Met4 routing:
Supply wires on this layer in grey.
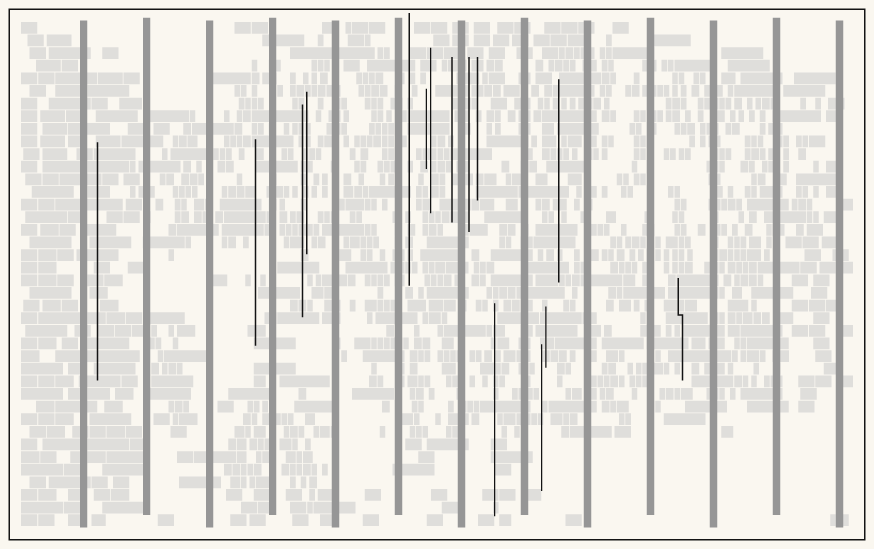
Metal layers overlaid:
Bar = 50 um.
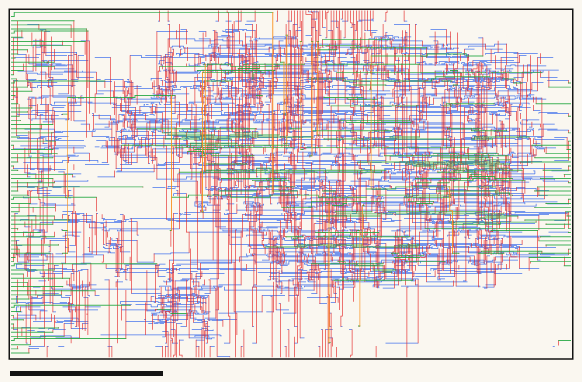
Cell outlines without signal wires:
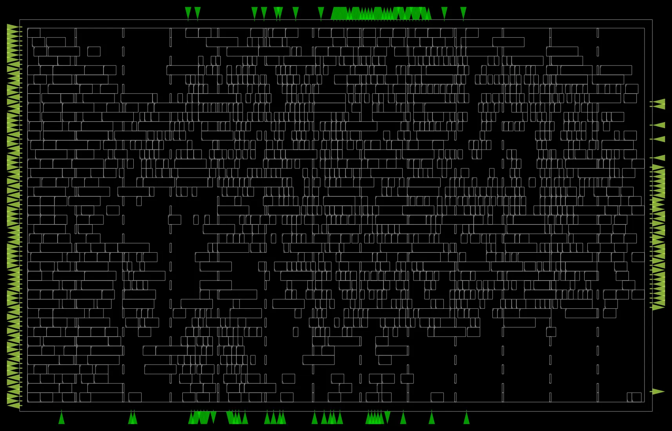
==> config.mk <==
export PLATFORM = sky130hd
export DESIGN_NAME = scr1_dmem_copy_engine
export DESIGN_NICKNAME = d
export VERILOG_FILES = /design/src/rtl/scr1_dmem_copy_engine_pkg.sv /design/src/rtl/scr1_dmem_copy_engine.sv
export SDC_FILE = /design/constraint.sdc
export NUM_CORES = 1
export LEC_CHECK = 0
export ABC_AREA = 1
export CAP_MARGIN = 20
export CORE_AREA = 2 2 182 112
export CTS_CLUSTER_DIAMETER = 80
export DETAILED_ROUTE_END_ITERATION = 10
export DIE_AREA = 0 0 184 114
export GPL_TIMING_DRIVEN = 0
export PLACE_DENSITY = 0.8
export SLEW_MARGIN = 5
export SYNTH_ARGS = -nofsm -noshare
export SYNTH_HDL_FRONTEND = slang
export SYNTH_SLANG_ARGS = --single-unit
==> constraint.sdc <==
create_clock -name clk -period 3.95 [get_ports clk]
set_input_delay 0.79 -clock clk [delete_from_list [all_inputs] [get_ports clk]]
set_output_delay 0.79 -clock clk [all_outputs]
set_load 0.02 [all_outputs]
==> tab_implementation.tex <==
% Auto-generated results table
\begin{tabular}{lr}
\hline
Metric & Value \\
\hline
\multicolumn{2}{l}{\textbf{Synth}} \\
\quad Cell accounting for the most synthesized area & dfrtp\_1 \\
\quad Number of nets in the synthesized netlist & about 1200 \\
\quad Top cell type's share of synthesized area & around 38\% \\
\quad Flip-flop and latch count after synthesis & between 100 and 150 \\
\quad Netlist cell types & 34 \\
\quad Leading post-synthesis cells by cell area & dfrtp\_1, nand2\_1, nor2\_1 \\
\quad Netlist area before placement & $\sim$7600 um2 \\
\quad Fraction of the yosys area taken by sequential cells & between 30\% and 40\% \\
\quad Post-synthesis async set-or-reset flop share & 100\% \\
\quad Chip area in the Yosys report & between 7000 and 8000 um2 \\
\quad Post-synth EDFFs & 0 \\
\quad Prevailing post-synth register cell & dfrtp\_1 \\
\quad Avg Cell Area, Syn & $\sim$7 um2 \\
\quad Warning count from the yosys run & 0 \\
\quad Number of standard cells after synthesis & between 1000 and 1500 \\
\quad Number of cells in Yosys stat & 1120 \\
\multicolumn{2}{l}{\textbf{Final timing}} \\
\quad Slew at the pin closest to its max-slew limit & about 0.69 ns \\
\quad Count of endpoints failing hold in the final timing report & 0 \\
\quad Count of final max-slew check failures & 0 \\
\quad Fin crit period & approximately 3.5 ns \\
\quad Final count of negative-setup-slack endpoints & 0 \\
\quad Worst max-slew margin expressed relative to the limit & a little over half \\
\quad Final clock skew & 0.00740 ns \\
\quad Final clock period utilization by the worst path & 89.5\% \\
\quad Maximum clock rate & approximately 280 MHz \\
\quad Unrepaired setup endpoints after global routing & false \\
\multicolumn{2}{l}{\textbf{Critical path}} \\
\quad Critical path arrival & roughly 2.8 ns \\
\quad Master of the slowest instance on the critical path & clkdlybuf4s50\_1 \\
\quad Critical path startpoint category & flop \\
\quad FF-to-FF setup slack & 2.04 ns \\
\quad Number of cells on the critical path & 7 \\
\quad Cell depth of the worst flop-to-flop path & 6 \\
\quad Required @ worst endpoint & around 3.2 ns \\
\quad CP max stage delay & roughly 0.69 ns \\
\quad Ordered cell list for the critical path & inv\_2 -> nor2\_1 -> nand2\_1 -> nand2\_2 -> buf\_2 -> o21ai\_0 -> clkdlybuf4s50\_1 \\
\quad Worst Setup Path Type & flop to primary output \\
\quad Critical Path End Type & primary output \\
\quad Family with the most delay on the worst path & buffers and inverters \\
\quad Max FO, Critical Path & 10 \\
\quad Crit path buffers/inverters & 3 \\
\multicolumn{2}{l}{\textbf{Routing}} \\
\quad Iteration tally of the first detailed-router pass & 5 \\
\quad Count of antenna-violating nets left after detailed routing & 0 \\
\quad DRC violations left & 0 \\
\quad Vias per cell & between 5 and 6 \\
\quad Starting DRT DRC Count & $\sim$800 \\
\multicolumn{2}{l}{\textbf{Power and ir drop}} \\
\quad Net load switching power & about 3.7 mW \\
\quad Int Pwr & approximately 4.7 mW \\
\quad Final Total Pwr & roughly 8.4 mW \\
\quad Logic pwr share & 51.3\% \\
\quad Leakage component of the power & 4.70 nW \\
\quad Sequential power share & 28.9\% \\
\quad Cell Pwr Density & about 800 nW/um2 \\
\quad Fraction of power spent switching nets & between 40 and 50\% \\
\quad Maximum VDD drop & $\sim$0.53 mV \\
\quad Clk network pwr share & slightly below 20\% \\
\multicolumn{2}{l}{\textbf{Layout}} \\
\quad Number of nets in the final layout & approximately 1500 \\
\quad Fraction of layout instances using a drive strength above 1 & 9.61\% \\
\quad Final non-filler cell area & 10500 um2 \\
\quad Number of diodes & 0 \\
\quad Utilization after layout & approximately 54\% \\
\quad Final standard cell count with taps included and fillers excluded & about 1600 \\
\quad Relative area change from synthesis to final layout & 37.8\% \\
\quad Dominant logic cell type in the layout & nand2\_1 \\
\quad Top logic cells by instance count in the layout & nand2\_1, clkdlybuf4s50\_1, nor2\_1, dfrtp\_1, inv\_1 \\
\multicolumn{2}{l}{\textbf{Die}} \\
\quad Total die area & 21000 um2 \\
\quad Die Width & between 150 and 200 um \\
\quad Die Y-Extent & 114 um \\
\quad Core Density at Floorplan & between 30\% and 40\% \\
\quad Count of boundary I/O pins & between 150 and 200 \\
\multicolumn{2}{l}{\textbf{Run}} \\
\quad Max-cap viol count & 0 \\
\quad Count of tool warnings & 27 \\
\multicolumn{2}{l}{\textbf{Global route}} \\
\quad Global-route wire length before repair & approximately 42000 um \\
\quad Initial antenna violation count & 0 \\
\quad Maximum number of pins on one net before global-route repair & 84 \\
\quad Grt ovf & 0 \\
\quad Number of global-route vias before repair & just under 8000 \\
\multicolumn{2}{l}{\textbf{Clocking}} \\
\quad Clock tree buffer depth & 2 \\
\quad Clock sink count & 117 \\
\quad Skew-Pair Late Insertion Delay & between 0.4 and 0.5 ns \\
\quad TritonCTS buffer count & 17 \\
\quad H-Tree Level Count & 4 \\
\quad Clock tree from TritonCTS & built \\
\quad Number of hold buffers added after CTS & 0 \\
\quad Number of setup buffers added after CTS & 0 \\
\quad Number of resized instances in the post-cts repair step & 0 \\
\quad CTS clk-pin slew, worst paths & about 0.060 ns \\
\quad Root Buffer & clkbuf\_16 \\
\multicolumn{2}{l}{\textbf{Place}} \\
\quad RD Place Congestion & about 0.96 \\
\quad Detailed-placement wirelength estimate & between 20000 and 25000 um \\
\quad IO Port Bufs & about 190 \\
\quad Cell Area, Placed & 9870 um2 \\
\quad Placed cells & roughly 1600 \\
\multicolumn{2}{l}{\textbf{Worst hold path}} \\
\quad Hold Path Class & flop to flop \\
\quad Cell depth of the worst min-delay path & 2 \\
\multicolumn{2}{l}{\textbf{Outcome}} \\
\quad Status & completed \\
\hline
\end{tabular}
About 'met4 routing':
main direction: vertical
longest straight run: 58.5 um
wire length on this layer: 546 um
share of all routed wire: 2.1%
wire length reported by the detailed router: 26500 um
vias: 8153

About 'metal layers overlaid':
[M4] orange | wire length: 546 um
[M3] green | wire length: 3570 um
[M2] red | wire length: 10700 um
[M1] blue | wire length: 11700 um
all-layer global routing usage: 26.3%
routed wire length per instance: 16.6 um

About 'cell outlines without signal wires':
Placeable Area: 19500 um2
Rows: 40

==> metal layers <==
| metal | track usage [%] | part of all wire (%) | up-vias | wire length (um) |
|---|---|---|---|---|
| met4 | 8.64 | 2.1 | 0 | 545 |
| met5 | 0 | 0 | - | 0 |
| met1 | 36.5 | 44 | 3724 | 11700 |
| li1 | - | - | 3965 | - |
| met2 | 37.8 | 40 | 430 | 10700 |
| met3 | 9.64 | 13 | 34 | 3570 |
==> power groups by stage <==
stage / clock, mW / combinational (mW) / sequential (mW)
global placement: 0 / 4.16 / 2.37
global route: 1.73 / 4.68 / 2.49
CTS: 1.68 / 4.26 / 2.39
floorplan: 0 / 2.38 / 2.43
finish: 1.66 / 4.29 / 2.41
detailed placement: 0 / 4.24 / 2.39
==> synth_stat cells (4+ instances only) <==
cell,number
a21oi_1,6
buf_2,14
buf_4,12
buf_6,6
dfrtp_1,117
ha_1,4
inv_1,113
inv_2,8
mux2_2,24
mux2_4,10
nand2_1,424
nand2_2,5
nand3_1,82
nand4_1,4
nor2_1,133
nor2_2,7
nor3_1,5
o211ai_1,22
o21ai_0,48
o21ai_1,38
o21bai_1,6
or2_2,4
xor2_1,10
==> stage by stage <==
stage / hold slack [ns] / setup TNS (ns) / setup slack [ns]
3_5_place_dp: 0.461 / 0 / 0.921
4_1_cts: 0.477 / 0 / 0.453
5_1_grt: 0.498 / 0 / 0.294
2_1_floorplan: 0.436 / 0 / 0.0592
6_report: 0.473 / 0 / 0.413
3_3_place_gp: 0.456 / -222.60 / -1.92
==> layout make-up <==
| class | instances | area (um2) |
|---|---|---|
| fill | 1895 | 9020 |
| multi-input combinational | 846 | 3990 |
| sequential | 117 | 2930 |
| timing repair buffer | 191 | 1930 |
| clock buffer | 21 | 480 |
| inverter | 122 | 465 |
| tap | 252 | 315 |
| buffer | 35 | 240 |
| clock inverter | 11 | 148 |
==> worst reg2reg max path: stages, from the launching register on <==
cell      delay, ns
dfrtp_1        0.45
nor2_2         0.17
nand2_1        0.13
nor2_2         0.19
clkbuf_1       0.54
o21ai_0        0.22
o211ai_1       0.13
==> cell families (layout without fill, tap and decap cells) <==
logic type      count (synthesis)  in the layout  share of synthesized area (%)
compound gates                127            127                           9.49
xor+xnor                       10             10                           1.15
fa+ha+maj                       4              4                          0.657
buf+inv                       157            380                           9.20
flops                         117            117                           38.4
mux                            34             34                           5.52
other cells                     2              2                         0.0986
simple gates                  669            669                           35.4
No activity file was given, so power comes from the tool's default toggle rates.
